`src/rtl/mmio_pkg.sv`:
```
// Shared definitions for the data-memory-port responders: register offsets,
// RV32I load/store size encoding and the load lane-extract helper.
package mmio_pkg;

   localparam logic [7:0] OFF_IN_STATE = 8'h00;
   localparam logic [7:0] OFF_IN_RISE  = 8'h04;
   localparam logic [7:0] OFF_MICROS   = 8'h08;
   localparam logic [7:0] OFF_MILLIS   = 8'h0C;

   typedef enum logic [2:0] {
      F3_B  = 3'b000,
      F3_H  = 3'b001,
      F3_W  = 3'b010,
      F3_BU = 3'b100,
      F3_HU = 3'b101
   } funct3_e;

   // Byte lane from addr[1:0], half lane from addr[1]; unknown sizes read as zero.
   function automatic logic [31:0] load_extract(input logic [31:0] word,
                                                input logic [1:0]  lane,
                                                input logic [2:0]  f3);
      logic [7:0]  b;
      logic [15:0] h;
      case (lane)
         2'd0:    b = word[7:0];
         2'd1:    b = word[15:8];
         2'd2:    b = word[23:16];
         default: b = word[31:24];
      endcase
      h = lane[1] ? word[31:16] : word[15:0];
      case (f3)
         F3_W:    load_extract = word;
         F3_B:    load_extract = {{24{b[7]}}, b};
         F3_BU:   load_extract = {24'h0, b};
         F3_H:    load_extract = {{16{h[15]}}, h};
         F3_HU:   load_extract = {16'h0, h};
         default: load_extract = 32'h0;
      endcase
   endfunction

endpackage

```
`src/rtl/mmio_input_responder_debounce_ch.sv`:
```
// One input channel: 2-flop synchronizer, stability counter and debounced
// state, plus a one-cycle rise indication aligned with the state update.
module debounce_ch #(
   parameter int unsigned LIMIT = 24
) (
   input  logic clk,
   input  logic reset,
   input  logic pin,
   output logic state,
   output logic rise
);
   localparam int unsigned CW = (LIMIT > 1) ? $clog2(LIMIT) : 1;
   localparam logic [CW-1:0] TC = CW'(LIMIT - 1);

   logic          sync1_q, sync1_d;
   logic          sync2_q, sync2_d;
   logic          state_q, state_d;
   logic [CW-1:0] cnt_q, cnt_d;

   always_comb begin
      sync1_d = pin;
      sync2_d = sync1_q;
      state_d = state_q;
      cnt_d   = cnt_q;
      if (sync2_q == state_q) begin
         cnt_d = '0;
      end else if (cnt_q == TC) begin
         state_d = ~state_q;
         cnt_d   = '0;
      end else begin
         cnt_d = cnt_q + 1'b1;
      end
   end

   always_ff @(posedge clk or posedge reset) begin
      if (reset) begin
         sync1_q <= 1'b0;
         sync2_q <= 1'b0;
         state_q <= 1'b0;
         cnt_q   <= '0;
      end else begin
         sync1_q <= sync1_d;
         sync2_q <= sync2_d;
         state_q <= state_d;
         cnt_q   <= cnt_d;
      end
   end

   assign state = state_q;
   assign rise  = state_d & ~state_q;

endmodule

```
`src/rtl/mmio_input_responder.sv`:
```
// Input-direction MMIO responder: debounced switches, sticky rise flags and
// free-running microsecond/millisecond counters on the data-memory bus.
module mmio_input_responder
   import mmio_pkg::*;
#(
   parameter logic [31:0] BASE_ADDR   = 32'hFFFF_FF00,
   parameter int unsigned N_IN        = 4,
   parameter int unsigned CLK_HZ      = 12_000_000,
   parameter int unsigned DEBOUNCE_US = 5000
) (
   input  logic            clk,
   input  logic            reset,
   input  logic            write_mem,
   input  logic [2:0]      funct3,
   input  logic [31:0]     address,
   input  logic [31:0]     write_data,
   input  logic [N_IN-1:0] inputs,
   output logic            hit,
   output logic [31:0]     read_data_clocked
);
   localparam int unsigned US_DIV  = CLK_HZ / 1_000_000;
   localparam int unsigned DEB_CYC = DEBOUNCE_US * US_DIV;
   localparam int unsigned US_W    = $clog2(US_DIV);
   localparam int unsigned MS_DIV  = 1000;
   localparam int unsigned MS_W    = $clog2(MS_DIV);

   logic [US_W-1:0] us_pre_q, us_pre_d;
   logic [MS_W-1:0] ms_pre_q, ms_pre_d;
   logic [31:0]     micros_q, micros_d;
   logic [31:0]     millis_q, millis_d;
   logic [31:0]     rise_q, rise_d;
   logic [31:0]     read_data_q, read_data_d;
   logic [N_IN-1:0] in_state;
   logic [N_IN-1:0] in_rise;
   logic            us_tick;
   logic            ms_tick;
   logic            rise_clr_en;
   logic [31:0]     rise_clr;
   logic [31:0]     sel_word;

   for (genvar i = 0; i < N_IN; i++) begin : g_ch
      debounce_ch #(.LIMIT(DEB_CYC)) u_ch (
         .clk   (clk),
         .reset (reset),
         .pin   (inputs[i]),
         .state (in_state[i]),
         .rise  (in_rise[i])
      );
   end

   assign hit = (address[31:8] == BASE_ADDR[31:8]);

   always_comb begin
      us_tick  = (us_pre_q == US_W'(US_DIV - 1));
      ms_tick  = us_tick && (ms_pre_q == MS_W'(MS_DIV - 1));
      us_pre_d = us_tick ? '0 : us_pre_q + 1'b1;
      ms_pre_d = ms_pre_q;
      micros_d = micros_q;
      millis_d = millis_q;
      if (us_tick) begin
         micros_d = micros_q + 32'd1;
         ms_pre_d = ms_tick ? '0 : ms_pre_q + 1'b1;
      end
      if (ms_tick) begin
         millis_d = millis_q + 32'd1;
      end
   end

   // Flags are kept 32 wide so the clear mask needs no slicing; bits at and
   // above N_IN are never set and stay zero.
   always_comb begin
      rise_clr_en = hit && write_mem && (funct3 == F3_W) && (address[7:0] == OFF_IN_RISE);
      rise_clr    = rise_clr_en ? write_data : 32'h0;
      rise_d      = (rise_q & ~rise_clr) | 32'(in_rise);
   end

   always_comb begin
      case ({address[7:2], 2'b00})
         OFF_IN_STATE: sel_word = 32'(in_state);
         OFF_IN_RISE:  sel_word = rise_q;
         OFF_MICROS:   sel_word = micros_q;
         OFF_MILLIS:   sel_word = millis_q;
         default:      sel_word = 32'h0;
      endcase
      read_data_d = hit ? load_extract(sel_word, address[1:0], funct3) : 32'h0;
   end

   always_ff @(posedge clk or posedge reset) begin
      if (reset) begin
         us_pre_q    <= '0;
         ms_pre_q    <= '0;
         micros_q    <= '0;
         millis_q    <= '0;
         rise_q      <= '0;
         read_data_q <= '0;
      end else begin
         us_pre_q    <= us_pre_d;
         ms_pre_q    <= ms_pre_d;
         micros_q    <= micros_d;
         millis_q    <= millis_d;
         rise_q      <= rise_d;
         read_data_q <= read_data_d;
      end
   end

   assign read_data_clocked = read_data_q;

endmodule

```
`config.mk`:
```
export PLATFORM = sky130hd
export DESIGN_NAME = mmio_input_responder
export DESIGN_NICKNAME = d
export VERILOG_FILES = /design/src/rtl/mmio_pkg.sv /design/src/rtl/mmio_input_responder_debounce_ch.sv /design/src/rtl/mmio_input_responder.sv
export SDC_FILE = /design/constraint.sdc
export NUM_CORES = 1
export LEC_CHECK = 0
export CAP_MARGIN = 10
export CORE_ASPECT_RATIO = 1.1
export CORE_MARGIN = 3
export CORE_UTILIZATION = 45
export CTS_CLUSTER_SIZE = 25
export DETAILED_ROUTE_END_ITERATION = 8
export DONT_BUFFER_PORTS = 1
export HOLD_SLACK_MARGIN = 0.05
export PLACE_DENSITY = 0.62
export SYNTH_ARGS = -nofsm -noshare
export SYNTH_HDL_FRONTEND = slang
export SYNTH_HIERARCHICAL = 1
export SYNTH_SLANG_ARGS = --single-unit
```
`constraint.sdc`:
```
create_clock -name clk -period 5.8 [get_ports clk]
set_input_delay 1.45 -clock clk [delete_from_list [all_inputs] [get_ports clk]]
set_output_delay 1.45 -clock clk [all_outputs]
set_load 0.02 [all_outputs]
```
Figure 1. Placed standard cells (run 1).
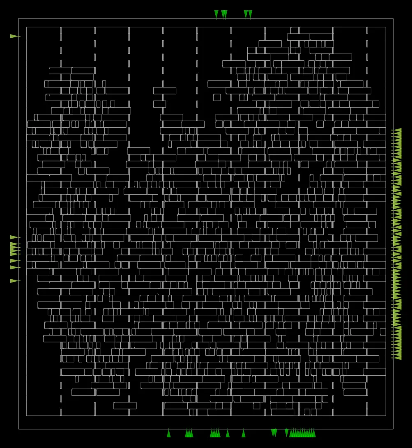
Final Core Density: 50.9%
Seq area share: 46.6%
fill count: 2036

Figure 2. Clock distribution (run 1).
Bar = 50 um.
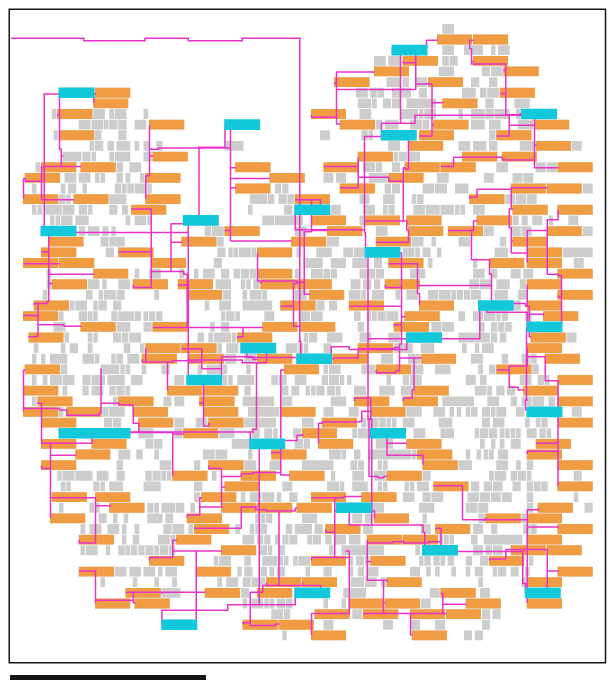
[orange] flip-flops | count: 218
[cyan] cells driving clock nets | count: 25
[magenta] clock wires | length: 2850 um
routed clock nets: 26
clock group power: 0.00158 W
Clk pwr share: 49.4%
clk_lat worst skew: 520 ps
clk_skew: 18.6 ps

Figure 3. Cell classes on the final placement (run 1).
Fill, decap, tap and diode cells in grey.
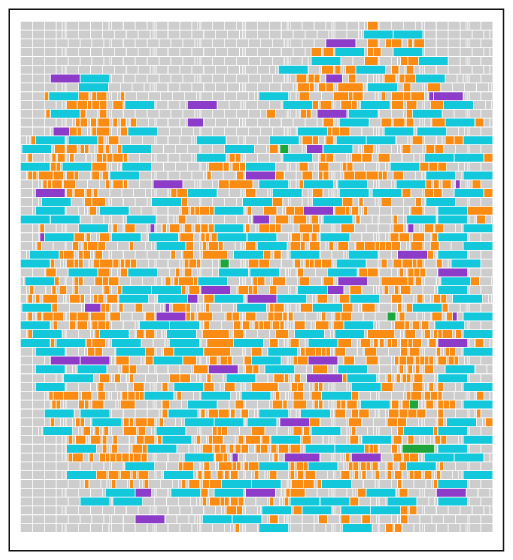
| colour | class | cells |
|---|---|---|
| orange | all other logic | 768 |
| purple | clock drivers and dummy loads | 44 |
| cyan | flops | 218 |
| green | other buffers and delay cells | 5 |
CORE AREA: 0.0230 sq mm
row count: 58
Design Area, Final: 0.0117 sq mm

Figure 4. Wiring by layer (run 1).
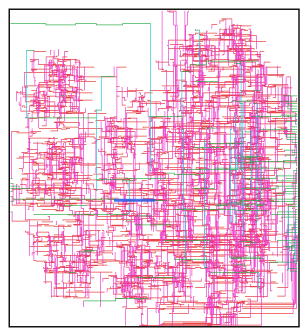
| colour | layer | wire length |
|---|---|---|
| blue | met5 | 20.2 um |
| cyan | met4 | 783 um |
| red | met1 | 11000 um |
| magenta | met2 | 11900 um |
| green | met3 | 1360 um |
All-Layer GR Usage: 19.6%
vias: 7507

==> flow_summary.json, run 1 <==
{
  "status": "completed",
  "p_int_w": 0.00253,
  "yosys-stat-area_sq_mm": 0.0106,
  "top_area_cell": "dfrtp_1",
  "vias_per_cell": 5.62,
  "syn-num-nets": 1098,
  "r2r_start": "us_pre_q[0]",
  "rsz0062_at_grt": "no",
  "critPathMaxStageDelay_ps": 540,
  "fin_cells": 1335,
  "drive_gt1_share_pct": 9.95,
  "setup_viol": 0,
  "fp.dieW_um": 152,
  "path_class": "input pin to primary output",
  "topCellsByArea": "dfrtp_1 (52%), xnor2_1 (6.5%), nor2_1 (4.3%)",
  "slew_headroom_pct": 28.3,
  "h-tree-depth": 1,
  "path_cells": "nand4_1 > nor4_1 > and2_1",
  "drt-initial-drc-count": 437,
  "warnings": 26,
  "ys_types": 54,
  "synth-edff-count": 0,
  "ys_seq_share_pct": 51.7,
  "hold_violations": 0,
  "power.leakage_nw": 4.95,
  "grt_max_degree": 96,
  "synthCells": 1016,
  "crit_path_start_kind": "input pin",
  "n_antenna_cell": 0,
  "p_comb_share_pct": 2.5,
  "hold_path_end": "g_ch[1].u_ch/sync2_q",
  "whs_path_depth": 0,
  "p_per_area_mw_per_mm2": 274,
  "top_cell": "dfrtp_1",
  "chip_area_sq_mm": 0.0253,
  "die_y_um": 167,
  "slew_viol_final": 0,
  "ff_type": "dfrtp_1",
  "syn-cell-area_sq_mm": 0.0106,
  "cts_resized": 0,
  "ff2ff_path_depth": 6,
  "cts_setup_buffers": 0,
  "ys_cells": 1016,
  "grt_pass1_wl_um": 41100,
  "drt-total-wl_um": 25100,
  "placedCellCount": 1290,
  "portBuffers": 0,
  "ys_ff": 218,
  "hold_class": "register to register",
  "initial_core_util_pct": 45.9,
  "drc_errors": 0,
  "fin_nets": 1100,
  "overflow": 0,
  "wl_per_cell_um": 18.8,
  "period_needed_ps": 3920,
  "worst_hold_startpoint": "g_ch[1].u_ch/sync1_q",
  "dp_hpwl_um": 17900,
  "cts_hold_buf": 0,
  "areaGrowthSynthToFinish_pct": 10.8,
  "pwr-share-seq_pct": 48.1,
  "crit_fanout": 4,
  "cp_slowest_cell": "nor4_1",
  "ir_worst_vdd_mv": 0.256,
  "common_cells": "dfrtp_1 (218), nor2_1 (120), nand2_1 (84)",
  "cts_tree": "done",
  "p_sw_w": 0.000670,
  "setup_tns_ps": 0,
  "startpoint": "address[28]",
  "cts.sinks": 218,
  "required_ps": 4350,
  "cts_made_buffers": 25
}
run 1: final cells by class:
type	instances	area, sq um	area share, %
inverter	35	136	1.17
tap	300	375	3.21
sequential	218	5460	46.6
multi-input combinational	733	4840	41.4
clock buffer	39	758	6.48
timing repair buffer	5	57.6	0.492
clock inverter	5	78.8	0.673
run 1: kinds of logic after synthesis:
family / after synthesis / share of synthesized area [%]
muxes: 40 / 4.76
and+or+nand+nor: 427 / 21.1
AOI/OAI and AO/OA: 138 / 9.06
xor gates and xnor gates: 120 / 9.95
adders and majority gates: 8 / 0.948
DFF: 218 / 51.7
buffers and inverters: 65 / 2.52
run 1: flip-flops by register name (all words and copies together) (netlist names):
register and cells:
g_ch.u_ch/cnt_q 64, micros_q 32, millis_q 32, read_data_clocked 32, rise_q 32, ms_pre_q 10, g_ch.u_ch/state 4, g_ch.u_ch/sync1_q 4
g_ch.u_ch/sync2_q 4, us_pre_q 4
run 1: placed cells by master (no fill, tap or decap), types with 5 or more instances in the layout:
cell type  count
mux4_2         6
nor2_1       119
clkbuf_1       6
mux2_2        22
inv_1         34
nand2b_1      20
xor2_1        42
nand3_1       51
a21oi_1       26
a21boi_0      31
a2bb2oi_1      5
nor4_1        22
mux2i_1       12
dfrtp_1      218
nor3_1        27
o21ai_0       25
and3_1         8
xnor2_1       78
or3_1          8
or4_4          5
clkbuf_16     25
or2_2          5
clkbuf_8       8
o2bb2ai_1      7
ha_1           8
a22oi_1       21
nand2_1       84
o31ai_1        7
nand4_1       42
run 1: per-layer routing:
metal,vias up,GRT usage [%],share of wire [%]
met5,-,0,0.080
met4,2,6.41,3.1
met3,46,3.69,5.4
met2,216,31.4,47
met1,3662,27.0,44
li1,3581,-,-
run 1: worst max-delay path, delay by kind of cell:
family	cells	cell delay (ps)
and+or+nand+nor	3	1020
run 1: power by group through the flow:
stage,Combinational [W],Sequential (W),Clock (W)
floorplan,0.0000724,0.00157,0
global placement,0.0000816,0.00157,0
detailed placement,0.0000819,0.00157,0
CTS,0.0000826,0.00154,0.00162
global route,0.0000925,0.00154,0.00169
finish,0.0000795,0.00154,0.00158
run 1: metrics by stage:
step                      total power [W]  utilization, %  hold WS [ps]  instance area, sq um  worst slack, ps
after global placement            0.00165            47.1           333                 10800             1820
after global routing              0.00332            50.9           363                 11700             1790
after CTS                         0.00325            50.8           347                 11700             1830
final                             0.00320            50.9           346                 11700             1880
after detailed placement          0.00165            47.1           335                 10800             1830
after floorplan                   0.00164               -           331                 10600              540
run 1: worst max path at each step:
stage                        to  slack [ps]  cells after the start
finish                      hit        1880                      3
global route                hit        1790                      3
CTS                         hit        1830                      3
detailed placement          hit        1830                      3
global placement            hit        1820                      3
floorplan           micros_q[0]         540                      1
--- run 2 (diff from run 1) ---
==> constraint.sdc (replaced) <==
create_clock -name clk -period 3.88 [get_ports clk]
set_input_delay 0.97 -clock clk [delete_from_list [all_inputs] [get_ports clk]]
set_output_delay 0.97 -clock clk [all_outputs]
set_load 0.02 [all_outputs]
Figure 5. Placed standard cells (run 2).
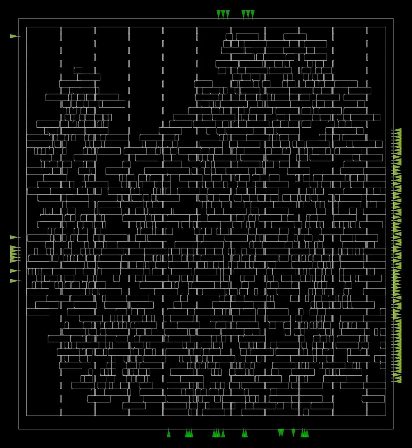
Final Core Density: 51.0%
Tap Count: 300
post-route insts no fill: 1340
Seq area share: 46.5%
fill count: 2063

==> run 2 against run 1 <==
Net effect:
- combinational power rose by about 60%
- die area stayed put
- utilization increased by 0.12 points
- sequential share of layout area is 0.11 points lower
- critical path depth unchanged
- final cell count up 0.37%
- synthesized area unchanged
- largest cell class unchanged
==> flow_summary.json, run 2 <==
{
  "whs_ps": 346,
  "period_needed_ps": 2850,
  "grt_max_degree": 45,
  "drc_errors": 0,
  "placedCellCount": 1297,
  "initial_core_util_pct": 45.9,
  "ff_type": "dfrtp_1",
  "setup_tns_ps": 0,
  "p_comb_share_pct": 2.7,
  "overflow": 0,
  "hold_violations": 0,
  "ys_sh_aoi_pct": 9.06,
  "startpoint": "address[28]",
  "core_sq_mm": 0.0230,
  "n_antenna_cell": 0,
  "setup_viol": 0,
  "common_cells": "dfrtp_1 (218), nor2_1 (120), nand2_1 (84)",
  "synth-edff-count": 0,
  "worst_clock_skew_ps": 12.7,
  "power.leakage_nw": 4.97,
  "top_area_cell": "dfrtp_1",
  "wl_per_cell_um": 18.5,
  "syn-cell-area_sq_mm": 0.0106,
  "status": "completed",
  "insertion_delay_ps": 510,
  "cts.sinks": 218,
  "h-tree-depth": 1,
  "critPathMaxStageDelay_ps": 420,
  "portBuffers": 0,
  "grt_use_total_pct": 19.6,
  "cts_setup_buffers": 0,
  "p_int_w": 0.00374,
  "lay_top_cells": "dfrtp_1 (218), nor2_1 (119), nand2_1 (84), xnor2_1 (78), nand3_1 (51)",
  "ys_types": 54,
  "vias_per_cell": 5.62,
  "dp_hpwl_um": 17800,
  "vias": 7530,
  "fp.dieW_um": 152,
  "warnings": 26,
  "ys_cells": 1016,
  "ys_ff": 218,
  "synthCells": 1016,
  "combGateArea_sq_mm": 0.00484,
  "logic_family": "simple AND/OR/NAND/NOR gates",
  "slew_headroom_pct": 26.9,
  "adder_share_pct": 0.948,
  "drive_gt1_share_pct": 10.6,
  "pwr-share-seq_pct": 48.6,
  "chip_area_sq_mm": 0.0253,
  "syn-num-nets": 1098,
  "drt-total-wl_um": 24700,
  "xor_share_pct": 9.95,
  "r2r_start": "us_pre_q[0]",
  "top_cell": "dfrtp_1",
  "critPathTopFamily": "simple AND/OR/NAND/NOR gates",
  "yosys-stat-area_sq_mm": 0.0106,
  "drt-initial-drc-count": 357,
  "crit_fanout": 4,
  "seqCellArea_sq_mm": 0.00546,
  "largest_register_ff_count": 64,
  "rows": 58
}
run 2: area by class of cell:
class / count / share of cell area (%)
Sequential cell: 218 / 46.5
Multi-Input combinational cell: 733 / 41.3
Clock buffer: 35 / 6.16
Tap cell: 300 / 3.20
Inverter: 35 / 1.15
Timing Repair Buffer: 11 / 0.917
Clock inverter: 8 / 0.789
run 2: path summary, 6_finish.rpt:
kind | end | depth (start not counted)
worst max-delay path | hit | 3
worst min-delay path | g_ch[1].u_ch/sync2_q | 0
worst max register to register | millis_q[31] | 6
worst min register to register | g_ch[1].u_ch/sync2_q | 0
max in group asynchronous | read_data_clocked[28] | 2
min in group asynchronous | g_ch[1].u_ch/state | 1
run 2: worst register-to-register path: cells and delay by family, from the launching register on:
kind / cells / cell delay, ps
XOR/XNOR: 1 / 170
adder cells (fa/ha/maj): 1 / 250
AND/OR/NAND/NOR: 4 / 1650
flip-flops: 1 / 370
run 2: cell families after synthesis:
logic type / count (synthesis)
simple gates: 427
flops: 218
compound gates: 138
xor+xnor: 120
buf+inv: 65
mux: 40
fa+ha+maj: 8
run 2: metal layers:
metal | wire [um] | global-route usage [%]
met4 | 769 | 6.29
met2 | 11600 | 32.3
met5 | 13 | 0
met3 | 1360 | 4.11
met1 | 11000 | 26.0
run 2: power by group through the flow:
| stage | Clock (W) | Sequential (W) | Combinational [W] |
|---|---|---|---|
| detailed placement | 0 | 0.00234 | 0.000130 |
| CTS | 0.00238 | 0.00230 | 0.000131 |
| global route | 0.00248 | 0.00230 | 0.000146 |
| floorplan | 0 | 0.00234 | 0.000108 |
| global placement | 0 | 0.00234 | 0.000129 |
| finish | 0.00231 | 0.00230 | 0.000127 |
run 2: per-stage QoR:
stage | setup slack [ps] | util [%] | area [sq um]
2_1_floorplan | 1130 | - | 10600
3_3_place_gp | 1070 | 47.5 | 10900
3_5_place_dp | 1000 | 47.5 | 10900
4_1_cts | 1010 | 51.0 | 11700
5_1_grt | 933 | 51.0 | 11700
6_report | 1030 | 51.0 | 11700
--- run 3 (diff from run 2) ---
--- a/config.mk
+++ b/config.mk
@@ -13,7 +13,7 @@
 export DETAILED_ROUTE_END_ITERATION = 8
 export DONT_BUFFER_PORTS = 1
 export HOLD_SLACK_MARGIN = 0.05
-export PLACE_DENSITY = 0.62
+export PLACE_DENSITY = 0.64
 export SYNTH_ARGS = -nofsm -noshare
 export SYNTH_HDL_FRONTEND = slang
 export SYNTH_HIERARCHICAL = 1
==> constraint.sdc (replaced) <==
create_clock -name clk -period 2.3 [get_ports clk]
set_input_delay 0.575 -clock clk [delete_from_list [all_inputs] [get_ports clk]]
set_output_delay 0.575 -clock clk [all_outputs]
set_load 0.02 [all_outputs]
==> run 3 against run 2 <==
Net effect:
- combinational power grew 69%
- count of clock-buffer cells in the layout is the same
- cell area grew 1.9%
- power grew 74%
- first-iteration DRC count shrank 2.0%
- setup slack lost 860 ps
- die area is the same
- clock power grew 79%
- synthesized area is the same
- final cell count grew 1.6%
- wire length shrank 1.4%
- global-route usage shrank 0.31 points
- critical endpoint is now millis_q[31]
- largest cell class unchanged
==> flow_summary.json, run 3 <==
{
  "status": "completed",
  "ys_types": 54,
  "crit_path_start_kind": "register",
  "vias": 7570,
  "common_cells": "dfrtp_1 (218), nor2_1 (120), nand2_1 (84)",
  "ff_type": "dfrtp_1",
  "finalCritPeriodShare_pct": 92.3,
  "grt_pass1_wl_um": 40600,
  "fp.dieW_um": 152,
  "period_needed_ps": 2120,
  "ys_ff": 218,
  "warnings": 27,
  "ys_sh_mux_pct": 4.76,
  "die_y_um": 167,
  "ir_worst_vdd_mv": 0.778,
  "cts_made_buffers": 25,
  "topCellsByArea": "dfrtp_1 (52%), xnor2_1 (6.5%), nor2_1 (4.3%)",
  "adder_share_pct": 0.948,
  "largest_register_ff_count": 64,
  "crit_fanout": 12,
  "reg2reg_to": "millis_q[31]",
  "ys_sh_aoi_pct": 9.06,
  "required_ps": 2740,
  "crit_end": "millis_q[31]",
  "hold_class": "input pin to async pin",
  "syn-cell-area_sq_mm": 0.0106,
  "top_cell": "dfrtp_1",
  "antenna_found_initial": 3,
  "cp_slowest_cell": "or4_4",
  "rsz0062_at_grt": "no",
  "slew_headroom_pct": 50.2,
  "startpoint": "millis_q[5]",
  "ys_seq_share_pct": 51.7,
  "combGateArea_sq_mm": 0.00485,
  "ys_cells": 1016,
  "power.leakage_nw": 5.09,
  "path_cells": "nand4_2 > or2_4 > or4_4 > nor4_1 > xor2_1",
  "drt-total-wl_um": 24400,
  "pre_cts_ws_ps": 166,
  "portBuffers": 0,
  "simple_gate_area_share_pct": 21.1,
  "areaGrowthSynthToFinish_pct": 13.2,
  "drive_gt1_share_pct": 12.5,
  "cts_hold_buf": 0,
  "fin_nets": 1123,
  "path_class": "register to register",
  "slew_viol_final": 0,
  "setup_viol": 0,
  "drc_errors": 0,
  "seqCellArea_sq_mm": 0.00546,
  "grt_max_degree": 89,
  "setup_slack_ps": 177,
  "largest-register": "g_ch.u_ch/cnt_q",
  "worst_clock_skew_ps": 12.3,
  "critPathMaxStageDelay_ps": 630,
  "logic_family": "simple AND/OR/NAND/NOR gates",
  "insertion_delay_ps": 520,
  "synth-edff-count": 0,
  "synthCells": 1016,
  "rows": 58,
  "chip_area_sq_mm": 0.0253,
  "whs_ps": 35.6,
  "cts.sinks": 218,
  "grt_use_total_pct": 19.3,
  "overflow": 0,
  "final_layout_top_logic_cell": "dfrtp_1",
  "drt-initial-drc-count": 350,
  "p_per_area_mw_per_mm2": 690,
  "h-tree-depth": 1,
  "cts_tree": "done",
  "ff2ff_path_depth": 5,
  "lay_top_cells": "dfrtp_1 (218), nor2_1 (119), nand2_1 (84), xnor2_1 (78), nand3_1 (51)",
  "hold_violations": 0,
  "r2r_start": "millis_q[5]",
  "wl_per_cell_um": 17.9,
  "vias_per_cell": 5.56,
  "dp_hpwl_um": 17800,
  "xor_share_pct": 9.95,
  "core_sq_mm": 0.0230,
  "initial_core_util_pct": 45.9
}
-- run 3: area by class of cell --
| type | count | area share [%] |
|---|---|---|
| Inverter | 35 | 1.13 |
| Tap cell | 300 | 3.14 |
| Multi-Input combinational cell | 733 | 40.6 |
| Timing Repair Buffer | 28 | 2.07 |
| Sequential cell | 218 | 45.6 |
| Clock inverter | 11 | 1.19 |
| Antenna cell | 1 | 0.0209 |
| Clock buffer | 35 | 6.22 |
-- run 3: logic make-up (layout without fill, tap and decap cells) --
group	after synthesis	count (layout)
compound gates	138	138
xor+xnor	120	120
fa+ha+maj	8	8
buf+inv	65	109
flops	218	218
mux	40	40
other cells	0	1
simple gates	427	427
-- run 3: how the worst min path moves through the flow --
stage,to,slack (ps),cells past startpoint
2_1_floorplan,g_ch[0].u_ch/sync2_q,330,0
3_3_place_gp,g_ch[0].u_ch/sync2_q,330,0
3_5_place_dp,g_ch[0].u_ch/sync2_q,340,0
4_1_cts,g_ch[3].u_ch/sync1_q,60,0
5_1_grt,g_ch[0].u_ch/sync1_q,50,0
6_report,rise_q[11],40,2
-- run 3: metal layers --
metal | vias to the layer above | global-route usage, % | wire length [um]
li1 | 3639 | - | -
met1 | 3671 | 26.5 | 10800
met2 | 219 | 31.0 | 11400
met3 | 37 | 4.37 | 1630
met4 | 4 | 5.12 | 494
met5 | - | 0 | 31
-- run 3: timing repair --
item | in CTS | in global routing
resized | 0 | 1
setup buffers | 0 | 0
endpoints found under the setup margin | 0 | 1
-- run 3: where the power goes --
group	switching, W	leakage, nW	internal (W)
Sequential	0.0000243	3.00	0.00386
Combinational	0.000150	1.65	0.0000637
Clock	0.00155	0.435	0.00259
-- run 3: through the flow --
stage,instance area (sq um),instances,TNS [ps],total power [W]
floorplan,10600,1016,-7390,0.00413
global placement,11100,1314,0,0.00417
finish,12000,1361,0,0.00824
detailed placement,11100,1314,0,0.00417
global route,12000,1361,0,0.00857
CTS,11900,1360,0,0.00835
-- run 3: critical path, delay by kind of cell, from the launching register on --
kind	cells	cell delay [ps]
and+or+nand+nor	4	1440
xor gates and xnor gates	1	170
DFF	1	430
Figure 6. Placed standard cells (run 3).
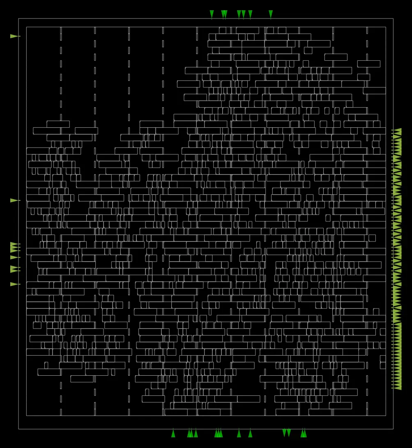
fill count: 2038
Seq area share: 45.6%
Final Core Density: 52.0%

Power figures rest on the tool's default switching activity, not on a simulated workload.
